**src/rtl/fetch_pc.sv**
```systemverilog
// fetch_pc: program counter and instruction-fetch sequencer.
// Issues one outstanding instruction-memory request at a time, holds a
// single-entry instruction buffer for decode and squashes wrong-path
// fetches when the branch unit redirects.
// Optional feature macro: FETCH_MISALIGN_EN (sticky misaligned-target
// flag that halts fetch; without it target low bits are forced to zero).
module fetch_pc #(
   parameter logic [31:0] RESET_PC = 32'h0000_0000
) (
   input  logic        clk,
   input  logic        rst_n,
   input  logic        redirect_taken,
   input  logic [31:0] redirect_target,
   output logic        imem_req_valid,
   input  logic        imem_req_ready,
   output logic [31:0] imem_req_addr,
   input  logic        imem_rsp_valid,
   input  logic [31:0] imem_rsp_data,
   output logic        inst_valid,
   input  logic        inst_ready,
   output logic [31:0] inst_data,
   output logic [31:0] inst_pc
`ifdef FETCH_MISALIGN_EN
   ,
   output logic        fetch_misalign
`endif
);

   typedef enum logic {
      ST_REQ  = 1'b0,
      ST_WAIT = 1'b1
   } state_t;

   state_t      state_reg, state_next;
   logic [31:0] pc_reg, pc_next;
   logic [31:0] req_pc_reg, req_pc_next;
   logic [31:0] buf_data_reg, buf_data_next;
   logic [31:0] buf_pc_reg, buf_pc_next;
   logic        buf_valid_reg, buf_valid_next;
   logic        drop_reg, drop_next;
   logic        inst_fire;
   logic        req_fire;
   logic        fetch_stop;
   logic [31:0] target_pc;

`ifdef FETCH_MISALIGN_EN
   logic misalign_reg, misalign_next;

   assign fetch_stop     = misalign_reg;
   assign target_pc      = redirect_target;
   assign fetch_misalign = misalign_reg;

   // Sticky misaligned-redirect flag; only reset clears it.
   always_comb begin
      misalign_next = misalign_reg;
      if (redirect_taken && (redirect_target[1:0] != 2'b00)) begin
         misalign_next = 1'b1;
      end
   end

   // Misalign flag register.
   always_ff @(posedge clk or negedge rst_n) begin
      if (!rst_n) begin
         misalign_reg <= 1'b0;
      end else begin
         misalign_reg <= misalign_next;
      end
   end
`else
   assign fetch_stop = 1'b0;
   // Targets are always word aligned in this build.
   assign target_pc  = redirect_target & 32'hFFFF_FFFC;
`endif

   // Decode handshake: a redirect cycle never transfers an instruction.
   // Requests need room in the buffer (empty, or draining this cycle) and
   // are held off during reset so every output is quiet while rst_n is low.
   assign inst_valid     = buf_valid_reg & ~redirect_taken;
   assign inst_data      = buf_data_reg;
   assign inst_pc        = buf_pc_reg;
   assign inst_fire      = inst_valid & inst_ready;
   assign imem_req_valid = rst_n & ~fetch_stop & (state_reg == ST_REQ) &
                           (~buf_valid_reg | inst_fire) & ~redirect_taken;
   assign imem_req_addr  = pc_reg;
   assign req_fire       = imem_req_valid & imem_req_ready;

   // Next-state logic: redirect overrides normal sequencing in any state.
   always_comb begin
      state_next     = state_reg;
      pc_next        = pc_reg;
      req_pc_next    = req_pc_reg;
      buf_data_next  = buf_data_reg;
      buf_pc_next    = buf_pc_reg;
      buf_valid_next = buf_valid_reg;
      drop_next      = drop_reg;
      if (redirect_taken) begin
         pc_next        = target_pc;
         buf_valid_next = 1'b0;
         if (state_reg == ST_WAIT) begin
            if (imem_rsp_valid) begin
               // Wrong-path response lands in the redirect cycle: discard it.
               drop_next  = 1'b0;
               state_next = ST_REQ;
            end else begin
               drop_next = 1'b1;
            end
         end
      end else begin
         if (inst_fire) begin
            buf_valid_next = 1'b0;
         end
         case (state_reg)
            ST_REQ: begin
               if (req_fire) begin
                  req_pc_next = pc_reg;
                  pc_next     = pc_reg + 32'd4;
                  state_next  = ST_WAIT;
               end
            end
            ST_WAIT: begin
               if (imem_rsp_valid) begin
                  state_next = ST_REQ;
                  if (drop_reg) begin
                     drop_next = 1'b0;
                  end else begin
                     // Load wins over a same-cycle drain.
                     buf_data_next  = imem_rsp_data;
                     buf_pc_next    = req_pc_reg;
                     buf_valid_next = 1'b1;
                  end
               end
            end
            default: state_next = ST_REQ;
         endcase
      end
   end

   // Sequencer state, PC and instruction buffer registers.
   always_ff @(posedge clk or negedge rst_n) begin
      if (!rst_n) begin
         state_reg     <= ST_REQ;
         pc_reg        <= RESET_PC;
         req_pc_reg    <= RESET_PC;
         buf_data_reg  <= 32'd0;
         buf_pc_reg    <= 32'd0;
         buf_valid_reg <= 1'b0;
         drop_reg      <= 1'b0;
      end else begin
         state_reg     <= state_next;
         pc_reg        <= pc_next;
         req_pc_reg    <= req_pc_next;
         buf_data_reg  <= buf_data_next;
         buf_pc_reg    <= buf_pc_next;
         buf_valid_reg <= buf_valid_next;
         drop_reg      <= drop_next;
      end
   end

endmodule

```
**config.mk**
```make
export PLATFORM = sky130hd
export DESIGN_NAME = fetch_pc
export DESIGN_NICKNAME = d
export VERILOG_FILES = /design/src/rtl/fetch_pc.sv
export SDC_FILE = /design/constraint.sdc
export NUM_CORES = 1
export LEC_CHECK = 0
export ABC_CLOCK_PERIOD_IN_PS = 2810
export CORE_MARGIN = 5
export CORE_UTILIZATION = 51
export CTS_CLUSTER_DIAMETER = 200
export CTS_CLUSTER_SIZE = 28
export DETAILED_ROUTE_END_ITERATION = 6
export GPL_TIMING_DRIVEN = 0
export PLACE_DENSITY = 0.88
export SLEW_MARGIN = 5
export SYNTH_ARGS = -nofsm -noshare
export SYNTH_HDL_FRONTEND = slang
export SYNTH_SLANG_ARGS = --single-unit
```
**constraint.sdc**
```tcl
create_clock -name clk -period 2.81 [get_ports clk]
set_input_delay 0.562 -clock clk [delete_from_list [all_inputs] [get_ports clk]]
set_output_delay 0.562 -clock clk [all_outputs]
set_load 0.02 [all_outputs]
```
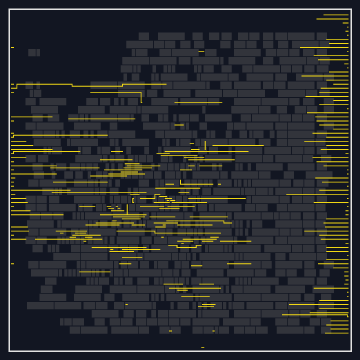
**Above:** run 1 (the metal 3 layer).
Scale: 3 px per um.
share of all routed wire: 10%
wire length on this layer: 1630 um
main direction: horizontal
longest straight run: 31.3 um
vias: 4698
Post-Route WL: 16.10 mm
grt met3 use: 0.08541

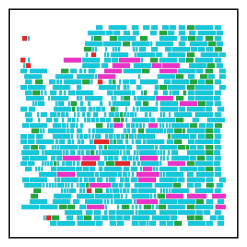
**Above:** run 1 (sizing map).
Scale: 2 px per um.
legend:
  _3 and _4 cells:
    colour: red
    cells: 10
    share: 1.5%
  _6 and larger:
    colour: magenta
    cells: 27
    share: 3.9%
  _0 and _1 cells:
    colour: cyan
    cells: 567
    share: 82%
  _2 cells:
    colour: green
    cells: 85
    share: 12%
P&R area growth vs syn: 44.74%
fin worst setup slack: 0.2172 ns

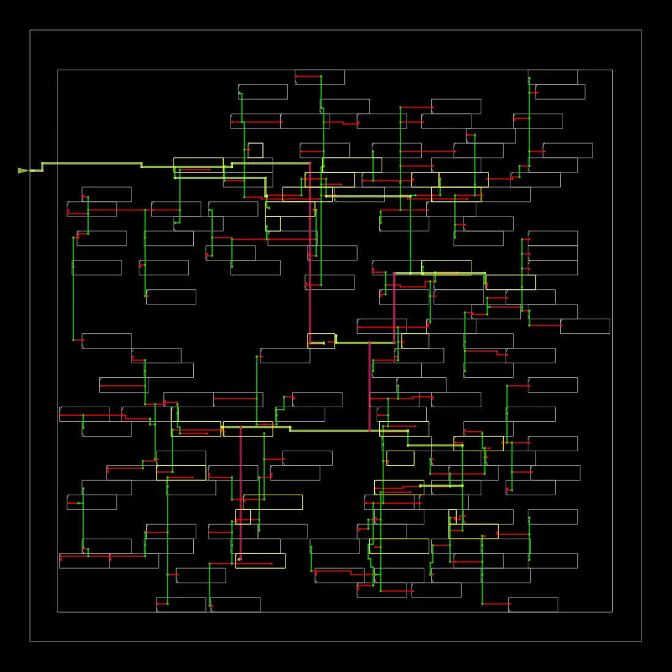
**Above:** run 1 (the clock network).
cts bufs inserted: 17
Clock Latency Late Sink: 0.51 ns
CLK BUF: 22

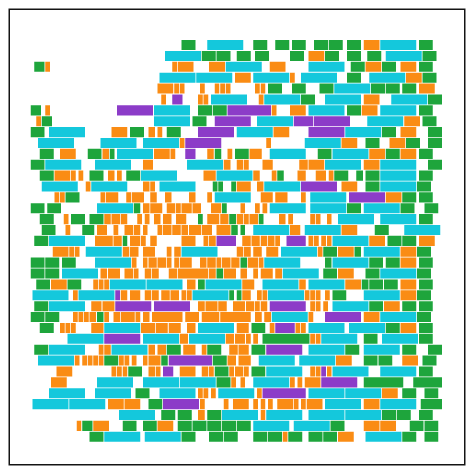
**Above:** run 1 (cells coloured by class).
Scale: 4 px per um.
legend:
  other buffers and delay cells:
    colour: green
    cells: 192
    share_of_their_area: 24%
  clock drivers and dummy loads:
    colour: purple
    cells: 28
    share_of_their_area: 7.4%
  flops:
    colour: cyan
    cells: 125
    share_of_their_area: 40%
  combinational and other logic:
    colour: orange
    cells: 344
    share_of_their_area: 29%
final core occ: 0.7623
Rows: 37
Core Area: 0.01037 mm^2

==> run summary, run 1 <==
Post-cts repair resize count - 3
Clock sinks - 125
Basic Gates by Area - 0.1901
Kind of critical path - input port to output port
Endpoint class of the critical path - output port
Clk power - 2.13 mW
Met2 wire len - 7.698 mm
Layout net count - 751
Seq area share - 0.3957
Non-clock buffering overhead - 0.2311
Max_cap viols - 0
CP required - 2.25 ns
CP delay by family, top - buffers and inverters
Logic area - 0.002182 mm^2
Async set or reset register ratio after synthesis - 1.000
CP arrival - 2.03 ns
Pre-CTS setup slack - -0.2635 ns
I/O Buffers - 160
Final setup viols - 0
Share of layout cells above drive strength 1 - 0.1771
Pleak - 3.531 nW
R2R Setup Slk - 0.69 ns
Worst slew margin - 0.5461
Power density cells - 885.1 mW/mm^2
ClkCell Share - 0.07281
Global routing's busiest layer - met2
Min Clock Period, post-route - 2.593 ns
Seq. pwr - 2.66 mW
Max reg flops - 32
Startpoint types - input port
Largest net degree at the start of global routing - 45
Outcome - finished clean
Area fraction in compound gates - 0.06506
TritonRoute pass-1 iters - 5
Top cells, area - dfrtp_1 57%, mux2_2 13%, nand2_1 8.5%
Area leader, netlist - dfrtp_1
N_diodes - 0
Syn. warnings - 0
Seq cells post-synth - 125
Mean Syn Cell Area - 11.03 um^2
Post-synth EDFFs - 0
Reg power frac - 0.380
Worst Path Buf+Inv - 2
Number of global-route vias before repair - 4904
Setup bufs post-CTS - 0
Clock buffer depth - 2
Top-area cell share - 0.5727
Root Driver - clkbuf_8
Mux share - 0.1278
Inverters - 6
Register area - 0.003128 mm^2
Cells along the critical path - clkdlybuf4s50_1, nand2b_1, and3_2, and2_1, dlygate4sd2_1
Met1 Usage GRT - 0.3319
Multi-input combinational area share - 0.2760
RePlAce Congestion - 0.8989
Final Cell Area - 0.007905 mm^2
Largest stage delay on the critical path - 0.47 ns
Max-slew violations - 0
Dominant comb cell - simple AND/OR/NAND/NOR gates
Gr usage total - 0.2585
Fill cell count - 658
Final Non-Filler Cells - 825
Met1 wire length - 6.438 mm
Clk pwr share - 0.304
Max power group - registers
Worst hold-check path type - input port to asynchronous set/reset pin
Comb pwr - 2.21 mW
RSZ-0062 raised after global routing - no
Boundary Pins - 168
Vias/cell - 5.695
Cts hold-fix bufs - 1
First-pass GRT wire length - 26.20 mm
RR Startpoint - imem_req_addr[2]$_DFFE_PN0P_
Flip-flops - 125
Initial antenna violation count - 0
Commonest cells in the netlist - 125 x dfrtp_1, 124 x nand2_1, 62 x mux2_2, 25 x nand3_1, 18 x o21ai_0
Sequential share of the synthesized area - 0.5727
Repair and plain buffers - 192
Commonest Layout Cell - clkdlybuf4s50_1
Placed inst area - 0.007273 mm^2
Comb gates - 338
Worst-Margin Slew - 0.6772 ns
NetSw - 2.116 mW
Top layer in use - met4
# DRC - 0
Grt ovf - 0
Final Hold Fails - 0
Max rail drop VDD - 0.5528 mV
Layout Skew - 0.006631 ns
Crit path to - imem_req_valid
Internal - 4.881 mW
Crit. Startpoint - inst_ready
Yosys Instances - 495
XOR Share, Synth - 0.01123
Sw Share - 0.3024
Final setup TNS - 0 ns
DIE WIDTH - 113.5 um
Placed cell count - 795
Fmax - 385.7 MHz
Adder-cell share of the synthesized area - 0.002291
Combinational group share of total power - 0.316
Slowest CP cell - clkdlybuf4s50_1
Mapped cell area - 0.005461 mm^2
Die span in y - 113.5 um
Floorplan Utilization - 0.5267
Reg2reg path depth - 7
Tool warnings - 28
CP max FO - 6
CTS H-tree depth - 4
Synth Flop Type - dfrtp_1
Worst-path clk slew - 0.05 ns
Iteration-0 DRC Markers - 433
DRT antenna net count - 0
Die ar. - 0.01288 mm^2
Hold slack final - 0.01801 ns
DR WL met3 - 1.632 mm
GRT met2 Usage - 0.4268
CTS tree - done
Yosys top cell by instances - dfrtp_1
Final Cycle Share - 0.9227
Dominant kind of cell - registers
Routed len/inst - 19.52 um
==> run 2: changes to the inputs <==
ABC_CLOCK_PERIOD_IN_PS = default   (was 2810)
CORE_ASPECT_RATIO = 0.7   (was default)
HOLD_SLACK_MARGIN = 0.08   (was default)
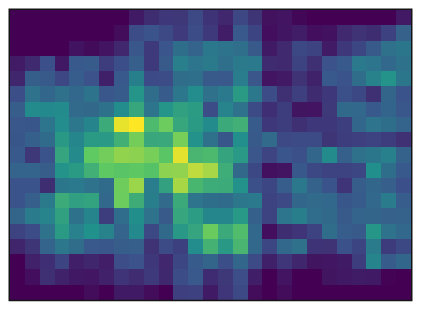
**Above:** run 2 (routed metal per tile).
Scale: 3 px per um. 27 x 19 tiles, from dark purple (low) to yellow (high), scaled to the fullest tile. Values are wire area over tile area, all layers added.
fullest tile: 0.70
emptiest ninth of the die: top left
tiles over half the peak: 15%
Post-Route WL: 15.83 mm
vias: 4693
gr usage total: 0.2560
routed len/inst: 19.19 um

==> run summary, run 2 <==
Outcome - finished clean (unchanged)
RePlAce Congestion - 0.8556 (was 0.8989)
Internal - 4.715 mW (was 4.881 mW)
Cells along the critical path - clkdlybuf4s50_1, nand2b_1, and3_2, and2_1, dlygate4sd2_1 (unchanged)
Endpoint class of the critical path - output port (unchanged)
CLK BUF - 21 (was 22)
Met1 Usage GRT - 0.3282 (was 0.3319)
Worst slew margin - 0.5334 (was 0.5461)
Setup bufs post-CTS - 0 (unchanged)
Die ar. - 0.01291 mm^2 (was 0.01288 mm^2)
Final Cycle Share - 0.9237 (was 0.9227)
Worst-Margin Slew - 0.6961 ns (was 0.6772 ns)
Seq. pwr - 2.66 mW (about the same)
Grt ovf - 0 (unchanged)
Max_cap viols - 0 (unchanged)
Reg power frac - 0.386 (was 0.380)
Placed inst area - 0.007268 mm^2 (was 0.007273 mm^2)
NetSw - 2.169 mW (was 2.116 mW)
First-pass GRT wire length - 25.49 mm (was 26.20 mm)
DRT antenna net count - 0 (unchanged)
Number of global-route vias before repair - 4862 (was 4904)
Seq cells post-synth - 125 (unchanged)
CP arrival - 2.03 ns (about the same)
Initial antenna violation count - 0 (unchanged)
CTS H-tree depth - 4 (unchanged)
Comb pwr - 2.22 mW (was 2.21 mW)
Final Hold Fails - 0 (unchanged)
Seq area share - 0.3964 (was 0.3957)
Mux share - 0.1278 (unchanged)
Top layer in use - met4 (unchanged)
Met2 wire len - 7.398 mm (was 7.698 mm)
Pleak - 3.531 nW (about the same)
Max power group - registers (unchanged)
TritonRoute pass-1 iters - 5 (unchanged)
Syn. warnings - 0 (unchanged)
CP delay by family, top - buffers and inverters (unchanged)
Yosys Instances - 495 (unchanged)
Clk pwr share - 0.291 (was 0.304)
Adder-cell share of the synthesized area - 0.002291 (unchanged)
Clk power - 2.01 mW (was 2.13 mW)
Rows - 31 (was 37)
Layout Skew - 0.007984 ns (was 0.006631 ns)
Dominant kind of cell - registers (unchanged)
Comb gates - 338 (unchanged)
Grt met3 use - 0.07660 (was 0.08541)
Basic Gates by Area - 0.1901 (unchanged)
Kind of critical path - input port to output port (unchanged)
Multi-input combinational area share - 0.2766 (was 0.2760)
Post-cts repair resize count - 5 (was 3)
Placed cell count - 791 (was 795)
Logic area - 0.002182 mm^2 (unchanged)
Share of layout cells above drive strength 1 - 0.1804 (was 0.1771)
Final Non-Filler Cells - 825 (unchanged)
# DRC - 0 (unchanged)
CTS tree - done (unchanged)
RR Startpoint - imem_req_addr[2]$_DFFE_PN0P_ (unchanged)
Pre-CTS setup slack - -0.4025 ns (was -0.2635 ns)
Clock buffer depth - 2 (unchanged)
Root Driver - clkbuf_16 (was clkbuf_8)
Power density cells - 872.4 mW/mm^2 (was 885.1 mW/mm^2)
Worst hold-check path type - input port to asynchronous set/reset pin (unchanged)
N_diodes - 0 (unchanged)
RSZ-0062 raised after global routing - no (unchanged)
Area leader, netlist - dfrtp_1 (unchanged)
Clock Latency Late Sink - 0.41 ns (was 0.51 ns)
Synth Flop Type - dfrtp_1 (unchanged)
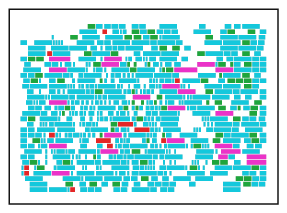
**Above:** run 2 (sizing map).
Scale: 2 px per um.
Final Cell Area: 0.007890 mm^2
Repair and plain buffers: 192
P&R area growth vs syn: 44.47%
fin worst setup slack: 0.2143 ns

Power and IR drop assume default switching activity.
